**Placement view**

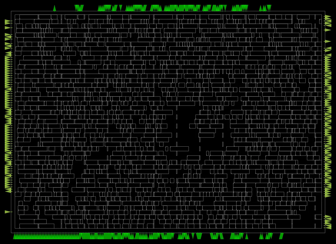
**Layout detail**

Window x 74 to 114, y 46 to 86 um. Cells in gray, sequential cells in the stronger gray; small squares are vias.
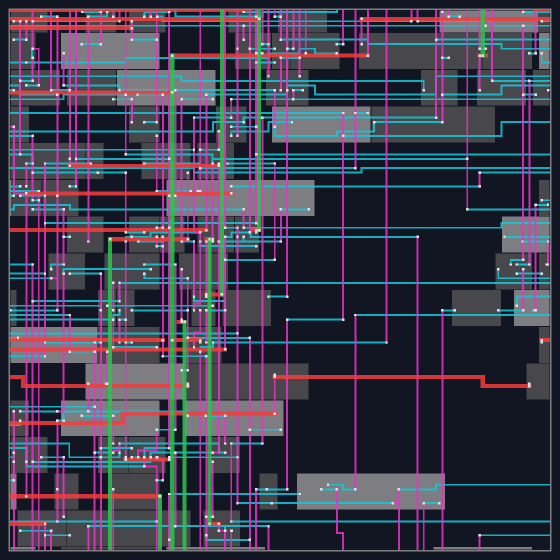
## config.mk

```make
export PLATFORM = sky130hd
export DESIGN_NAME = csr_exec_unit
export DESIGN_NICKNAME = d
export VERILOG_FILES = /design/src/rtl/csr_exec_unit.sv
export SDC_FILE = /design/constraint.sdc
export NUM_CORES = 1
export LEC_CHECK = 0
export CAP_MARGIN = 10
export CORE_ASPECT_RATIO = 0.7
export CORE_MARGIN = 2
export CORE_UTILIZATION = 50
export CTS_CLUSTER_SIZE = 25
export DETAILED_ROUTE_END_ITERATION = 12
export PLACE_DENSITY_LB_ADDON = 0.12
export SLEW_MARGIN = 10
export SYNTH_ARGS = -nofsm -noshare
export SYNTH_HDL_FRONTEND = slang
export SYNTH_SLANG_ARGS = --single-unit
```

## constraint.sdc

```tcl
create_clock -name clk -period 4.75 [get_ports clk]
set_clock_uncertainty 0.1 [all_clocks]
set_input_delay 0.95 -clock clk [delete_from_list [all_inputs] [get_ports clk]]
set_output_delay 0.95 -clock clk [all_outputs]
set_load 0.005 [all_outputs]
```

## src/rtl/csr_exec_unit.sv

```systemverilog
// csr_exec_unit: two-stage machine-mode CSR execution unit.
// S0 captures the RS issue packet and the rs1 operand; S1 performs the CSR read-modify-write
// and registers the completion broadcast (CSR_done/CSR_phy) the reservation station snoops.
// Optional feature macro: CSR_CYCLE_COUNTER_EN adds mcycle (0xB00) / mcycleh (0xB80).
module csr_exec_unit #(
  parameter logic [31:0] MTVEC_RESET = 32'h0000_0100,
  parameter int unsigned PHY_W       = 8
) (
  input  logic             clk,
  input  logic             reset,
  input  logic [129:0]     issue_pkt,
  output logic [PHY_W-1:0] prf_raddr,
  input  logic [31:0]      prf_rdata,
  input  logic             exception_sig,
  input  logic [31:0]      exc_pc,
  input  logic [31:0]      exc_cause,
  input  logic             mret_sig,
  output logic             CSR_done,
  output logic [PHY_W-1:0] CSR_phy,
  output logic [31:0]      CSR_result,
  output logic [31:0]      CSR_inst_num,
  output logic [31:0]      mtvec_out,
  output logic [31:0]      mepc_out
);

  localparam logic [11:0] AddrMstatus  = 12'h300;
  localparam logic [11:0] AddrMtvec    = 12'h305;
  localparam logic [11:0] AddrMscratch = 12'h340;
  localparam logic [11:0] AddrMepc     = 12'h341;
  localparam logic [11:0] AddrMcause   = 12'h342;
`ifdef CSR_CYCLE_COUNTER_EN
  localparam logic [11:0] AddrMcycle   = 12'hB00;
  localparam logic [11:0] AddrMcycleh  = 12'hB80;
`endif

  localparam logic [3:0] OpRw = 4'h1;
  localparam logic [3:0] OpRs = 4'h2;
  localparam logic [3:0] OpRc = 4'h3;

  // Issue packet fields
  logic             pkt_vld;
  logic [PHY_W-1:0] pkt_op1;
  logic [31:0]      pkt_inst;
  logic [PHY_W-1:0] pkt_rd;
  logic [3:0]       pkt_op;
  logic             pkt_src2;
  logic [31:0]      pkt_csr_data;
  logic [11:0]      pkt_addr;
  logic [31:0]      pkt_imm;

  assign {pkt_vld, pkt_op1, pkt_inst, pkt_rd, pkt_op, pkt_src2, pkt_csr_data, pkt_addr,
          pkt_imm} = issue_pkt;

  // The RS-supplied csr_data snapshot is stale by design; the local file is authoritative.
  logic unused_pkt;
  assign unused_pkt = ^{pkt_csr_data, pkt_imm[31:5]};

  assign prf_raddr = pkt_op1;

  logic flush;
  assign flush = exception_sig | mret_sig;

  // S1 stage registers
  logic             s1_valid_q;
  logic [PHY_W-1:0] s1_rd_q;
  logic [31:0]      s1_inst_q;
  logic [3:0]       s1_op_q;
  logic [11:0]      s1_addr_q;
  logic [31:0]      s1_src_q;
  logic             s1_imm_zero_q;

  // CSR file state
  logic        mie_q, mie_d;
  logic        mpie_q, mpie_d;
  logic [31:0] mtvec_q, mtvec_d;
  logic [31:0] mscratch_q, mscratch_d;
  logic [31:0] mepc_q, mepc_d;
  logic [31:0] mcause_q, mcause_d;
`ifdef CSR_CYCLE_COUNTER_EN
  logic [63:0] mcycle_q, mcycle_d;
`endif

  // Completion outputs
  logic             done_q;
  logic [PHY_W-1:0] phy_q;
  logic [31:0]      result_q;
  logic [31:0]      inst_q;

  logic [31:0] csr_old;
  logic [31:0] csr_new;
  logic        csr_we;
  logic        s1_fire;

  assign s1_fire = s1_valid_q & ~flush;

  // S0 -> S1 capture; a flush in the same cycle drops the incoming packet
  always_ff @(posedge clk) begin
    if (reset) begin
      s1_valid_q <= 1'b0;
    end else begin
      s1_valid_q <= pkt_vld & ~flush;
    end
    if (pkt_vld) begin
      s1_rd_q       <= pkt_rd;
      s1_inst_q     <= pkt_inst;
      s1_op_q       <= pkt_op;
      s1_addr_q     <= pkt_addr;
      s1_src_q      <= pkt_src2 ? {27'b0, pkt_imm[4:0]} : prf_rdata;
      s1_imm_zero_q <= pkt_src2 & (pkt_imm[4:0] == 5'd0);
    end
  end

  // CSR read mux; unimplemented addresses read zero
  always_comb begin
    csr_old = 32'h0;
    case (s1_addr_q)
      AddrMstatus:  csr_old = {24'h0, mpie_q, 3'b0, mie_q, 3'b0};
      AddrMtvec:    csr_old = mtvec_q;
      AddrMscratch: csr_old = mscratch_q;
      AddrMepc:     csr_old = mepc_q;
      AddrMcause:   csr_old = mcause_q;
`ifdef CSR_CYCLE_COUNTER_EN
      AddrMcycle:   csr_old = mcycle_q[31:0];
      AddrMcycleh:  csr_old = mcycle_q[63:32];
`endif
      default:      csr_old = 32'h0;
    endcase
  end

  // Read-modify-write value and write enable; immediate-zero set/clear stays side-effect free
  always_comb begin
    csr_new = csr_old;
    csr_we  = 1'b0;
    case (s1_op_q)
      OpRw: begin
        csr_new = s1_src_q;
        csr_we  = 1'b1;
      end
      OpRs: begin
        csr_new = csr_old | s1_src_q;
        csr_we  = ~s1_imm_zero_q;
      end
      OpRc: begin
        csr_new = csr_old & ~s1_src_q;
        csr_we  = ~s1_imm_zero_q;
      end
      default: begin
        csr_new = csr_old;
        csr_we  = 1'b0;
      end
    endcase
    csr_we = csr_we & s1_fire;
  end

  // CSR file next state: op write, then trap / mret side effects (trap has priority)
  always_comb begin
    mie_d      = mie_q;
    mpie_d     = mpie_q;
    mtvec_d    = mtvec_q;
    mscratch_d = mscratch_q;
    mepc_d     = mepc_q;
    mcause_d   = mcause_q;
    if (csr_we) begin
      case (s1_addr_q)
        AddrMstatus: begin
          mie_d  = csr_new[3];
          mpie_d = csr_new[7];
        end
        AddrMtvec:    mtvec_d    = csr_new;
        AddrMscratch: mscratch_d = csr_new;
        AddrMepc:     mepc_d     = {csr_new[31:2], 2'b00};
        AddrMcause:   mcause_d   = csr_new;
        default:      ;
      endcase
    end
    if (exception_sig) begin
      mepc_d   = {exc_pc[31:2], 2'b00};
      mcause_d = exc_cause;
      mpie_d   = mie_q;
      mie_d    = 1'b0;
    end else if (mret_sig) begin
      mie_d  = mpie_q;
      mpie_d = 1'b1;
    end
  end

  // CSR file registers
  always_ff @(posedge clk) begin
    if (reset) begin
      mie_q      <= 1'b0;
      mpie_q     <= 1'b0;
      mtvec_q    <= MTVEC_RESET;
      mscratch_q <= 32'h0;
      mepc_q     <= 32'h0;
      mcause_q   <= 32'h0;
    end else begin
      mie_q      <= mie_d;
      mpie_q     <= mpie_d;
      mtvec_q    <= mtvec_d;
      mscratch_q <= mscratch_d;
      mepc_q     <= mepc_d;
      mcause_q   <= mcause_d;
    end
  end

`ifdef CSR_CYCLE_COUNTER_EN
  // Cycle counter: a write to a word replaces that word's increment for the cycle
  always_comb begin
    mcycle_d = mcycle_q + 64'd1;
    if (csr_we && (s1_addr_q == AddrMcycle)) begin
      mcycle_d = {mcycle_q[63:32], csr_new};
    end else if (csr_we && (s1_addr_q == AddrMcycleh)) begin
      mcycle_d = {csr_new, mcycle_q[31:0] + 32'd1};
    end
  end

  // Cycle counter register
  always_ff @(posedge clk) begin
    if (reset) begin
      mcycle_q <= 64'h0;
    end else begin
      mcycle_q <= mcycle_d;
    end
  end
`endif

  // Completion broadcast; tag/result hold their last value between pulses
  always_ff @(posedge clk) begin
    if (reset) begin
      done_q   <= 1'b0;
      phy_q    <= '0;
      result_q <= 32'h0;
      inst_q   <= 32'h0;
    end else begin
      done_q <= s1_fire;
      if (s1_fire) begin
        phy_q    <= s1_rd_q;
        result_q <= csr_old;
        inst_q   <= s1_inst_q;
      end
    end
  end

  assign CSR_done     = done_q;
  assign CSR_phy      = phy_q;
  assign CSR_result   = result_q;
  assign CSR_inst_num = inst_q;
  assign mtvec_out    = mtvec_q;
  assign mepc_out     = mepc_q;

endmodule

```

==> metrics.yaml <==
crit_path_end_kind: "register"
p_per_area_mw_per_mm2: 342
drv_slew: 0
yosysCellCount: 1136
relSlewSlack_pct: 15.7
drc_errors: 0
grt_max_degree: 85
drt_first_iter_violations: 822
cts_num_sinks: 291
gp_congestion: 0.865
fmaxAchievable_mhz: 298
antenna_found_initial: 1
ant_nets: 0
ir_worst_vdd_mv: 0.290
dieHeight_um: 133
dp_hpwl_um: 23100
syn_area_per_cell_um2: 10.4
wl_per_cell_um: 21.3
cts_buffer_depth: 3
syn_to_final_growth_pct: 33.9
num_rows: 47
synth_seq_share_pct: 56.8
placed_area_mm2: 0.0149
async_reset_ff_share_pct: 0
whs_ps: 352
ctsResizeCount: 0
grt_util_all_layers_pct: 28.5
root_buffer: "clkbuf_16"
grt_overflow: 0
arrival_ps: 3700
finalNetCount: 1604
grt_pass1_wl_um: 55800
num_io_pins: 375
cts_max_level: 1
drv_cap: 0
vias: 10100
port_buffers: 295
required_ps: 5090
n_fill_cell: 1801
critPathMaxFanout: 45
warnings: 87
status: "finished clean"
ys_area_mm2: 0.0118
fin_crit_sh_pct: 70.6
final-setup-viol-count: 0
layout_top_cells: "clkdlybuf4s50_1 (291), dfxtp_1 (202), nor2_1 (104), nand2_1 (103), a22oi_1 (94)"
grt_pass1_vias: 9718
hp-class: "reg -> reg"
synth_cell_types: 50
die_x_um: 188
synth-seq-cells: 291
fp-utilization_pct: 50.4
ys_warn_count: 0
postCtsSetupBuffers: 0
edf_count: 89
rsz0062_at_grt: "false"
drive_above_1_share_pct: 8.60
min_period_ps: 3350
tightest_slew_ps: 1260
path_clk_slew_ps: 60
leakage_nw: 5.15
p_total_mw: 5.42
tns_ps: 0
final-hold-violation-count: 0
clk_latency_ps: 540
cts-buffers-inserted: 28
cts_tree: "built"
layout_top_cell: "clkdlybuf4s50_1"
viasPerCell: 5.88
wl_um: 36600
syn_inst: 1136
syn_area_mm2: 0.0118
crit_path_start_kind: "input port"
dp_cells: 1662
critPathKind: "in -> reg"
dr.pass1.iters: 5
final_area_mm2: 0.0158
dieArea_mm2: 0.0249
ctsHoldBuffers: 0
ff_type: "dfxtp_1"
Notes on 'placement view' above:
Core Area: 0.0235 mm2
Tapcells: 318
Cell Count, Final, Fillers Out: 1715

Notes on 'layout detail' above:
[green] M4
[magenta] M2
[cyan] M1
[red] M3
cells with their middle in the window: 64
most frequent: clkdlybuf4s50_1 (10), a22oi_1 (9), dfxtp_1 (8)
netlist names of flops here include: `mcause_q` (2), `mepc_out` (2), `mscratch_q` (2)
sequential cells in the window: 10

[critical path: stages]
cell             delay [ps]
clkdlybuf4s50_1         510
nor3b_2                 230
buf_4                   490
o211a_1                 320
and2_2                  600
buf_12                  290
nor2_1                   60
a211oi_1                220
[metrics by stage]
step / setup slack, ps / utilization [%]
finish: 1400 / 67.5
global route: 1180 / 67.5
CTS: 1410 / 67.5
detailed placement: 860 / 63.6
global placement: 943 / 63.6
floorplan: 1810 / -
[power by group]
part | total, mW | leakage, nW | internal (mW) | switching, mW
registers | 2.72 | 2.51 | 2.67 | 0.0562
logic | 0.476 | 2.19 | 0.238 | 0.238
clock network | 2.23 | 0.460 | 1.28 | 0.945
total | 5.42 | 5.15 | 4.18 | 1.24
[registers in the layout, summed over array words and instances (netlist names), 30 cells and up]
register	cells
CSR_inst_num	32
CSR_result	32
mcause_q	32
mepc_out	30
mscratch_q	32
mtvec_out	32
s1_inst_q	32
s1_src_q	32
[synthesized netlist by cell type (5+ instances only)]
cell type	n	area [um2]
a22oi_1	94	706
nor2_1	106	398
edfxtp_1	89	2670
nand2b_1	5	31.3
nor2b_1	48	300
o21ai_0	22	110
o22a_1	26	228
mux2i_1	29	290
a211oi_2	28	350
nor4_1	5	31.3
nor3_1	7	35.0
o22ai_1	60	375
nand2_1	103	387
dfxtp_1	202	4040
mux2_2	10	113
clkbuf_1	88	330
buf_4	13	97.6
a21oi_1	73	365
a211oi_1	66	495
a2bb2oi_1	10	87.6
[area by class of cell]
cell class                 instances  area, um2  area share [%]
antenna                            1       2.50          0.0158
clock buffer                      46        892            5.63
clock inverter                     6       31.3           0.197
inverter                           4       15.0          0.0947
multi-input combinational        731       4650            29.4
sequential                       291       6720            42.4
tap                              318        398            2.51
timing repair buffer             318       3140            19.8
[worst paths after layout]
check | slack (ps) | from | endpoint | depth (start not counted)
worst min-delay path | 350 | CSR_phy[5] | CSR_phy[5] | 2
worst max-delay path | 1400 | mret_sig | mtvec_out[12] | 8
worst min register to register | 350 | CSR_phy[5] | CSR_phy[5] | 2
worst max register to register | 1520 | s1_addr_q[5] | mscratch_q[22] | 6
[kinds of logic (layout without fill, tap and decap cells)]
group | count (synthesis) | after routing | synth area share [%]
AND-OR/OR-AND | 394 | 394 | 24.0
flip-flops | 291 | 291 | 56.8
XOR/XNOR | 1 | 1 | 0.0740
AND/OR/NAND/NOR | 295 | 295 | 11.4
multiplexers | 39 | 39 | 3.41
buffers and inverters | 115 | 374 | 4.35
other | 1 | 3 | 0.0317
[metal layers]
metal	global-route usage, %	vias to the layer above	share of wire, %
met1	40.3	4822	44
li1	-	4715	-
met5	0	-	0
met4	8.75	0	2.8
met2	44.2	479	44
met3	5.94	72	9.0
No activity file was given, so power comes from the tool's default toggle rates.
